run_1/registers.png
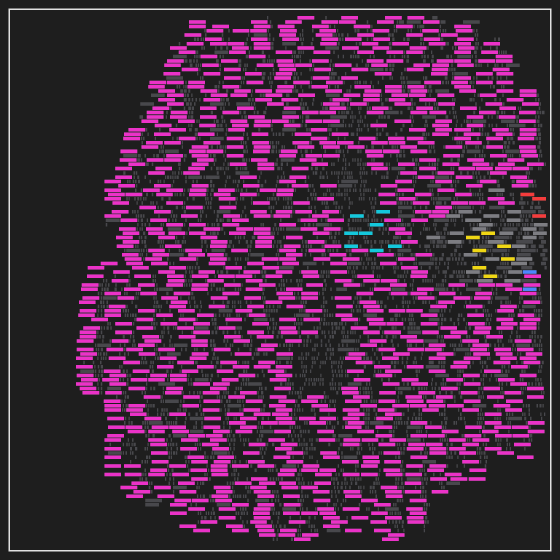
run_1/clock_map.png
Scale bar: 100 um.
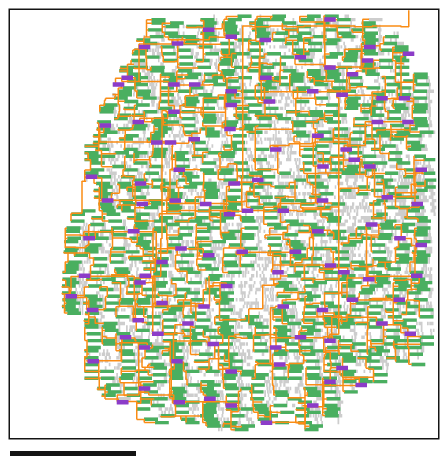
run_1/cell_classes.png
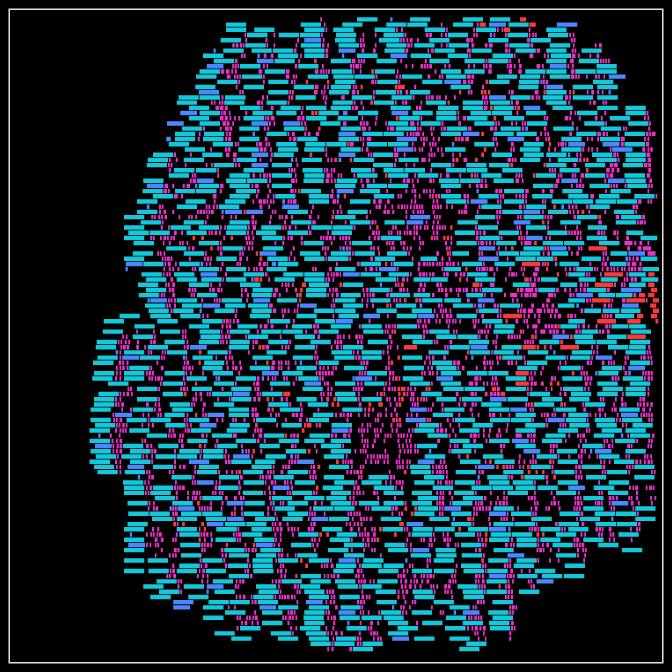
===== config.mk =====
export PLATFORM = sky130hd
export DESIGN_NAME = spi_mem_burst
export DESIGN_NICKNAME = d
export VERILOG_FILES = /design/src/rtl/spi_mem_burst.sv
export SDC_FILE = /design/constraint.sdc
export NUM_CORES = 1
export LEC_CHECK = 0
export ABC_AREA = 1
export CAP_MARGIN = 10
export CORE_UTILIZATION = 40
export DETAILED_ROUTE_END_ITERATION = 10
export GPL_TIMING_DRIVEN = 0
export HOLD_SLACK_MARGIN = 0.06
export PLACE_DENSITY = 0.58
export SLEW_MARGIN = 5
export SYNTH_ARGS = -nofsm -noshare
export SYNTH_HDL_FRONTEND = slang
export SYNTH_SLANG_ARGS = --single-unit
export TNS_END_PERCENT = 1

===== constraint.sdc =====
create_clock -name clk -period 4.75 [get_ports clk]
set_input_delay 1.1875 -clock clk [delete_from_list [all_inputs] [get_ports clk]]
set_output_delay 1.1875 -clock clk [all_outputs]
set_load 0.005 [all_outputs]

===== src/rtl/spi_mem_burst.sv =====
// SPI slave memory with burst read/write, address auto-increment with wrap, and abort detection.
// Raw pins are synchronised on clk; all SPI timing is recovered from edge detection on the synced pins.
//
// state    | meaning
// S_IDLE   | waiting for a chip-select falling edge
// S_HEADER | shifting in the R/W bit plus address
// S_WRITE  | shifting in data words, committing each completed word
// S_READ   | shifting out prefetched words on miso_pin
module spi_mem_burst #(
    parameter int DATA_W      = 8,
    parameter int ADDR_W      = 7,
    parameter int CPOL        = 0,
    parameter int CPHA        = 0,
    parameter int SYNC_STAGES = 2
) (
    input  logic              clk,
    input  logic              rst_n,
    input  logic              sclk_pin,
    input  logic              cs_pin,
    input  logic              mosi_pin,
    output logic              miso_pin,
    output logic              miso_oe,
    output logic              busy,
    output logic              abort,
    output logic [ADDR_W-1:0] cur_addr
);

    localparam int HDR_W = ADDR_W + 1;
    localparam int MAX_W = (HDR_W > DATA_W) ? HDR_W : DATA_W;
    localparam int CNT_W = $clog2(MAX_W);
    localparam logic SCLK_IDLE   = (CPOL != 0);
    localparam logic SAMPLE_RISE = (CPOL == CPHA);
    localparam logic [CNT_W-1:0]  HDR_LAST  = CNT_W'(HDR_W - 1);
    localparam logic [CNT_W-1:0]  WORD_LAST = CNT_W'(DATA_W - 1);
    localparam logic [CNT_W-1:0]  C_ONE     = CNT_W'(1);
    localparam logic [ADDR_W-1:0] A_ONE     = ADDR_W'(1);

    typedef enum logic [1:0] {
        S_IDLE   = 2'd0,
        S_HEADER = 2'd1,
        S_WRITE  = 2'd2,
        S_READ   = 2'd3
    } state_t;

    state_t r_state;
    state_t w_state_nxt;

    logic [SYNC_STAGES-1:0] r_sclk_sync;
    logic [SYNC_STAGES-1:0] r_cs_sync;
    logic [SYNC_STAGES-1:0] r_mosi_sync;
    logic                   r_sclk_d;
    logic                   r_cs_d;

    logic [CNT_W-1:0]  r_cnt;
    logic [MAX_W-2:0]  r_rx;
    logic [DATA_W-1:0] r_tx;
    logic [DATA_W-1:0] r_wr_data;
    logic [ADDR_W-1:0] r_addr;
    logic              r_miso;
    logic              r_abort;
    logic              r_fetch;
    logic              r_wr_pend;
    logic [DATA_W-1:0] r_mem [0:(2**ADDR_W)-1];

    logic              w_sclk_s;
    logic              w_cs_s;
    logic              w_mosi_s;
    logic              w_sclk_rise;
    logic              w_sclk_fall;
    logic              w_sample;
    logic              w_shift;
    logic              w_cs_fall;
    logic              w_hdr_last;
    logic              w_word_last;
    logic [HDR_W-1:0]  w_hdr_word;
    logic [DATA_W-1:0] w_data_word;

    // CS sync resets to "low" so a CS already held low at reset release never looks like a new frame.
    always_ff @(posedge clk or negedge rst_n) begin
        if (!rst_n) begin
            r_sclk_sync <= {SYNC_STAGES{SCLK_IDLE}};
            r_cs_sync   <= '0;
            r_mosi_sync <= '0;
            r_sclk_d    <= SCLK_IDLE;
            r_cs_d      <= 1'b0;
        end else begin
            r_sclk_sync <= {r_sclk_sync[SYNC_STAGES-2:0], sclk_pin};
            r_cs_sync   <= {r_cs_sync[SYNC_STAGES-2:0], cs_pin};
            r_mosi_sync <= {r_mosi_sync[SYNC_STAGES-2:0], mosi_pin};
            r_sclk_d    <= w_sclk_s;
            r_cs_d      <= w_cs_s;
        end
    end

    assign w_sclk_s    = r_sclk_sync[SYNC_STAGES-1];
    assign w_cs_s      = r_cs_sync[SYNC_STAGES-1];
    assign w_mosi_s    = r_mosi_sync[SYNC_STAGES-1];
    assign w_sclk_rise = ~r_sclk_d & w_sclk_s;
    assign w_sclk_fall = r_sclk_d & ~w_sclk_s;
    assign w_sample    = SAMPLE_RISE ? w_sclk_rise : w_sclk_fall;
    assign w_shift     = SAMPLE_RISE ? w_sclk_fall : w_sclk_rise;
    assign w_cs_fall   = r_cs_d & ~w_cs_s;
    assign w_hdr_word  = {r_rx[HDR_W-2:0], w_mosi_s};
    assign w_data_word = {r_rx[DATA_W-2:0], w_mosi_s};
    assign w_hdr_last  = (r_state == S_HEADER) && !w_cs_s && w_sample && (r_cnt == HDR_LAST);
    assign w_word_last = ((r_state == S_WRITE) || (r_state == S_READ)) && !w_cs_s && w_sample
                         && (r_cnt == WORD_LAST);

    always_ff @(posedge clk or negedge rst_n) begin
        if (!rst_n) begin
            r_state <= S_IDLE;
        end else begin
            r_state <= w_state_nxt;
        end
    end

    always_comb begin
        w_state_nxt = r_state;
        case (r_state)
            S_IDLE: begin
                if (w_cs_fall) begin
                    w_state_nxt = S_HEADER;
                end
            end
            S_HEADER: begin
                if (w_cs_s) begin
                    w_state_nxt = S_IDLE;
                end else if (w_hdr_last) begin
                    w_state_nxt = w_hdr_word[ADDR_W] ? S_READ : S_WRITE;
                end
            end
            S_WRITE, S_READ: begin
                if (w_cs_s) begin
                    w_state_nxt = S_IDLE;
                end
            end
            default: w_state_nxt = S_IDLE;
        endcase
    end

    always_comb begin
        busy    = (r_state != S_IDLE);
        miso_oe = (r_state == S_READ);
    end

    // A CS rise takes priority over any sclk edge seen in the same clk.
    always_ff @(posedge clk or negedge rst_n) begin
        if (!rst_n) begin
            r_cnt     <= '0;
            r_rx      <= '0;
            r_tx      <= '0;
            r_wr_data <= '0;
            r_addr    <= '0;
            r_miso    <= 1'b0;
            r_abort   <= 1'b0;
            r_fetch   <= 1'b0;
            r_wr_pend <= 1'b0;
        end else begin
            r_abort   <= 1'b0;
            r_fetch   <= 1'b0;
            r_wr_pend <= 1'b0;
            if (r_wr_pend) begin
                r_addr <= r_addr + A_ONE;
            end
            if (r_fetch) begin
                r_tx <= r_mem[r_addr];
            end
            if (r_state == S_IDLE) begin
                r_miso <= 1'b0;
                if (w_cs_fall) begin
                    r_cnt <= '0;
                end
            end else if (w_cs_s) begin
                r_abort <= (r_cnt != '0);
                r_cnt   <= '0;
                r_miso  <= 1'b0;
            end else if (w_sample) begin
                r_rx <= {r_rx[MAX_W-3:0], w_mosi_s};
                if (w_hdr_last) begin
                    r_cnt   <= '0;
                    r_addr  <= w_hdr_word[ADDR_W-1:0];
                    r_fetch <= w_hdr_word[ADDR_W];
                end else if (w_word_last) begin
                    r_cnt <= '0;
                    if (r_state == S_WRITE) begin
                        r_wr_pend <= 1'b1;
                        r_wr_data <= w_data_word;
                    end else begin
                        r_addr  <= r_addr + A_ONE;
                        r_fetch <= 1'b1;
                    end
                end else begin
                    r_cnt <= r_cnt + C_ONE;
                end
            end else if (w_shift && (r_state == S_READ)) begin
                r_miso <= r_tx[DATA_W-1];
                r_tx   <= {r_tx[DATA_W-2:0], 1'b0};
            end
        end
    end

    // Storage is deliberately not reset; a completed word commits even if CS rises right after it.
    always_ff @(posedge clk) begin
        if (r_wr_pend) begin
            r_mem[r_addr] <= r_wr_data;
        end
    end

    assign miso_pin = r_miso;
    assign abort    = r_abort;
    assign cur_addr = r_addr;

endmodule


==> flow_summary.toml, run 1 <==
# flow metrics
[outcome]
outcome = "finished, violations left"
failed_checks = "setup timing"

[final_timing]
post-route-worst-setup-slack_ps = -185
finalSetupViolations = 134
fmax_mhz = 203

[power]
leakagePower_nw = 21.7
cellPowerDensity_nw_per_um2 = 360

[setup_path]
crit-reg2reg-launch = "cur_addr[0]"

[cells_and_area]
drive_gt1_share_pct = 8.66
clkbuf_count = 140
final_cells = 6164
nNetsFinal = 4589
final.fill_count = 10500

[yosys]
synth_area_in_xor_xnor_pct = 0.0954
synth-main-ff-cell = "edfxtp_1"
edf_count = 1024

[clocking]
ctsResizeCount = 0
cts_root_buf = "clkbuf_16"
cts_inserted_buffers = 108
cts-root-to-sink-buffers = 3

[route]
drt_pass1_iterations = 8

[floorplan]
die_height_um = 341

[run]
number_of_warning_messages_in_the_logs = 29

[placement]
post-place-ws_ps = 45.1
Notes on registers.png above:
yellow -> r_rx  # flops 7, where middle right
cyan -> r_tx  # flops 8
magenta -> r_mem  # flops 1024, where spread over the die
blue -> r_sclk_sync  # flops 2
red -> r_cnt  # flops 3
not coloured = 27
final core utilization: 45.8%
fraction of standard cell area that is sequential: 61.7%
reported sequential group power: 10.2 mW
area of all sequential standard cells: 32000 sq um

Notes on clock_map.png above:
purple -> cells driving clock nets  # count 108
orange -> clock wires  # length 12700 um
green -> flip-flops  # count 1071
routed clock nets = 109
Clk. pwr: 8.41 mW
fraction of power consumed by the clock network: 45.0%

Notes on cell_classes.png above:
blue -> clock drivers and dummy loads  # cells 193, share of their area 6.9%
magenta -> all other logic  # cells 3171, share of their area 26%
cyan -> flip-flops  # cells 1071, share of their area 64%
red -> other buffers and delay cells  # cells 228, share of their area 2.9%

==> run 1: critical path, delay by kind of cell (launching register included) <==
kind | cells | cell delay, ps
buffers and inverters | 7 | 3090
flip-flops | 1 | 510
AND/OR/NAND/NOR | 3 | 910
==> run 1: layer usage <==
metal	up-vias	track usage, %	routed length, um
met1	14900	31.5	56100
li1	14500	-	-
met5	-	0	0
met3	227	5.07	12900
met2	1342	36.8	62300
met4	0	8.46	4500
==> run 1: synthesized netlist by cell type (4+ instances only) <==
cell / n / share of area (%)
o22ai_1: 23 / 0.31
nand3_1: 360 / 3.9
a21oi_1: 14 / 0.15
edfxtp_1: 1024 / 67
buf_4: 8 / 0.13
or2_2: 95 / 1.3
clkbuf_1: 61 / 0.50
o211ai_1: 11 / 0.18
inv_1: 697 / 5.7
buf_1: 6 / 0.049
o21ai_1: 25 / 0.27
o21ai_0: 138 / 1.5
ha_1: 4 / 0.11
nor2_1: 684 / 5.6
nand4_1: 5 / 0.068
dfrtp_1: 47 / 2.6
or2_0: 10 / 0.14
inv_2: 6 / 0.049
nor3_1: 5 / 0.054
nand2_1: 1075 / 8.8
xor2_1: 5 / 0.095
buf_2: 116 / 1.3
==> run 1: registers in the layout (all words and copies together) (netlist names), 2 cells and up <==
| name | count |
|---|---|
| cur_addr | 7 |
| r_cnt | 3 |
| r_cs_sync | 2 |
| r_mem | 1024 |
| r_mosi_sync | 2 |
| r_rx | 7 |
| r_sclk_sync | 2 |
| r_state | 2 |
| r_tx | 8 |
| r_wr_data | 8 |
==> run 1: report_power, final <==
| part | internal (mW) | switching, mW |
|---|---|---|
| clock | 4.85 | 3.56 |
| combinational | 0.0162 | 0.0338 |
| sequential | 10.2 | 0.00979 |
| total | 15.1 | 3.60 |
run_1/final_clocks.png
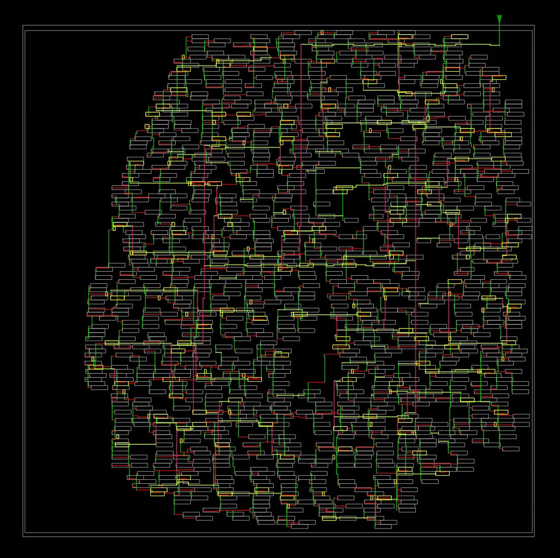

==> run 1 -> run 2 <==
--- a/config.mk
+++ b/config.mk
@@ -8,6 +8,7 @@
 export ABC_AREA = 1
 export CAP_MARGIN = 10
 export CORE_UTILIZATION = 40
+export CTS_CLUSTER_SIZE = 8
 export DETAILED_ROUTE_END_ITERATION = 10
 export GPL_TIMING_DRIVEN = 0
 export HOLD_SLACK_MARGIN = 0.06
run_2/final_clocks.png
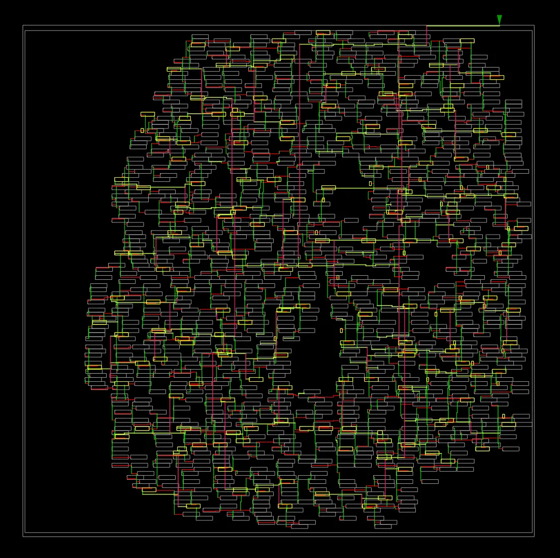
number of sequential cells: 1071
insertion delay at the late pin of the worst-skew pair: 770 ps
number of buffers added by the clock tree synthesis step: 152
clkbuf count: 176

==> flow_summary.toml, run 2 <==
# flow metrics
[placement]
place.gp.congestion = 0.947
post-place-ws_ps = 45.1
post_dp_hpwl_um = 93000

[setup_path]
critical_path.n_buffers_inverters = 7
crit-reg2reg-launch = "cur_addr[0]"
worst_setup_sp_type = "flop"
path_delay_family = "buffers and inverters"

[cells_and_area]
largest_register_ff_count = 1024
largest-register = "r_mem"
nNetsFinal = 4633
final_cells = 6164
final_design_area_no_fill_sq_um = 52500
drive_gt1_share_pct = 9.22
top_regs = "r_mem (1024), r_tx (8), r_wr_data (8)"

[yosys]
common_cells = "1075 x nand2_1, 1024 x edfxtp_1, 697 x inv_1"
top_cells_by_area = "edfxtp_1 67%, nand2_1 8.8%, inv_1 5.7%, nor2_1 5.6%, nand3_1 3.9%"
post_synthesis_mean_instance_area_sq_um = 10.4
edf_count = 1024
synth_top_area_share_pct = 67.0
synth.ff_latch_count = 1071
synth_top_cell_by_area = "edfxtp_1"
async_flop_share_pct = 4.39
library_cell_with_the_highest_instance_count_after_synthesis = "nand2_1"
synth-main-ff-cell = "edfxtp_1"

[global_routing]
grt_antenna_before_repair = 2
gr-usage-all-layers_pct = 23.6

[outcome]
outcome = "finished, violations left"
failed_checks = "setup timing"

[floorplan]
die_height_um = 341
floorplan.core_util_pct = 40.6
floorplan.die.width_um = 341
die_area_sq_um = 116000

[run]
number_of_warning_messages_in_the_logs = 29
number_of_max_capacitance_violations_reported = 0

[final_timing]
post-route-worst-setup-slack_ps = -178
fmax_mhz = 203
crit_path_time_final_ps = 4930
final.setup.tns_ps = -10820
finalSetupViolations = 88
drv_slew = 0

[clocking]
cts-htree-levels = 4
cts_root_buf = "clkbuf_16"
cts-root-to-sink-buffers = 3

[route]
drt_pass1_iterations = 6
detailroute.via_count = 31400

[min_path]
timing.hold.worst.class = "in2async"

[power]
leakagePower_nw = 22.0
cellPowerDensity_nw_per_um2 = 381
run_2/registers.png
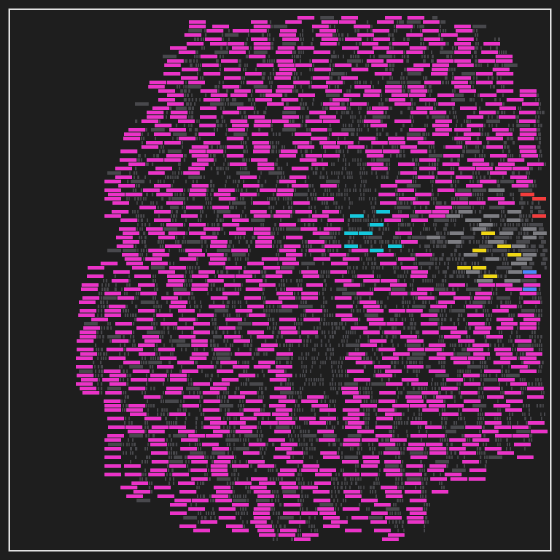
blue -> r_sclk_sync  # flops 2
magenta -> r_mem  # flops 1024, where spread over the die
yellow -> r_rx  # flops 7, where middle right
cyan -> r_tx  # flops 8
red -> r_cnt  # flops 3
not coloured = 27
fraction of standard cell area that is sequential: 60.8%
final core utilization: 46.4%

## run 2: cell counts after synthesis
Identical to the previous run, type by type.
## run 2: kinds of logic (layout without fill, tap and decap cells)
logic type / Yosys count / in the layout / share of synthesized area, %
and+or+nand+nor: 2240 / 2240 / 20.0
adders and majority gates: 4 / 4 / 0.109
xor gates and xnor gates: 5 / 5 / 0.0954
other: 0 / 2 / 0
buffers and inverters: 899 / 1124 / 7.78
AOI/OAI and AO/OA: 218 / 218 / 2.54
DFF: 1071 / 1071 / 69.5
## run 2: final timing paths
kind / to / slack (ps) / cells past startpoint
setup / recovery: r_mem[39][1] / -180 / 10
hold / removal: r_wr_data[6] / 330 / 1
setup reg to reg: r_mem[39][1] / -180 / 10
hold reg to reg: r_cs_sync[1] / 350 / 0
max in group asynchronous: r_wr_data[7] / 3900 / 2
min in group clk: r_cs_sync[1] / 350 / 0
## run 2: metal layers
| metal | part of all wire, % | global-route usage [%] |
|---|---|---|
| met1 | 41 | 31.4 |
| met3 | 9.8 | 5.62 |
| met2 | 46 | 37.0 |
| met5 | 0 | 0 |
| met4 | 3.7 | 9.85 |
## run 2: power breakdown
part / leakage [nW] / switching (mW) / internal, mW
registers: 10.7 / 0.0105 / 10.2
clock network: 2.02 / 3.92 / 5.79
logic: 9.31 / 0.0355 / 0.0162
## run 2: final cells by class
cell class | count | area (sq um)
diodes | 2 | 5.00
clock inverters | 16 | 215
well taps | 1500 | 1880
repair buffers | 33 | 541
multi-input cells | 2467 | 10400
inverters | 704 | 2640
flip-flops and latches | 1071 | 32000
clock buffers | 176 | 3940
fillers | 10400 | 60600
plain buffers | 195 | 931
## run 2: timing repair
action                                 CTS  global route
setup endpoints to repair                0            50
endpoints found under the hold margin    0             0
gates resized                            0             1
Power figures rest on the tool's default switching activity, not on a simulated workload.
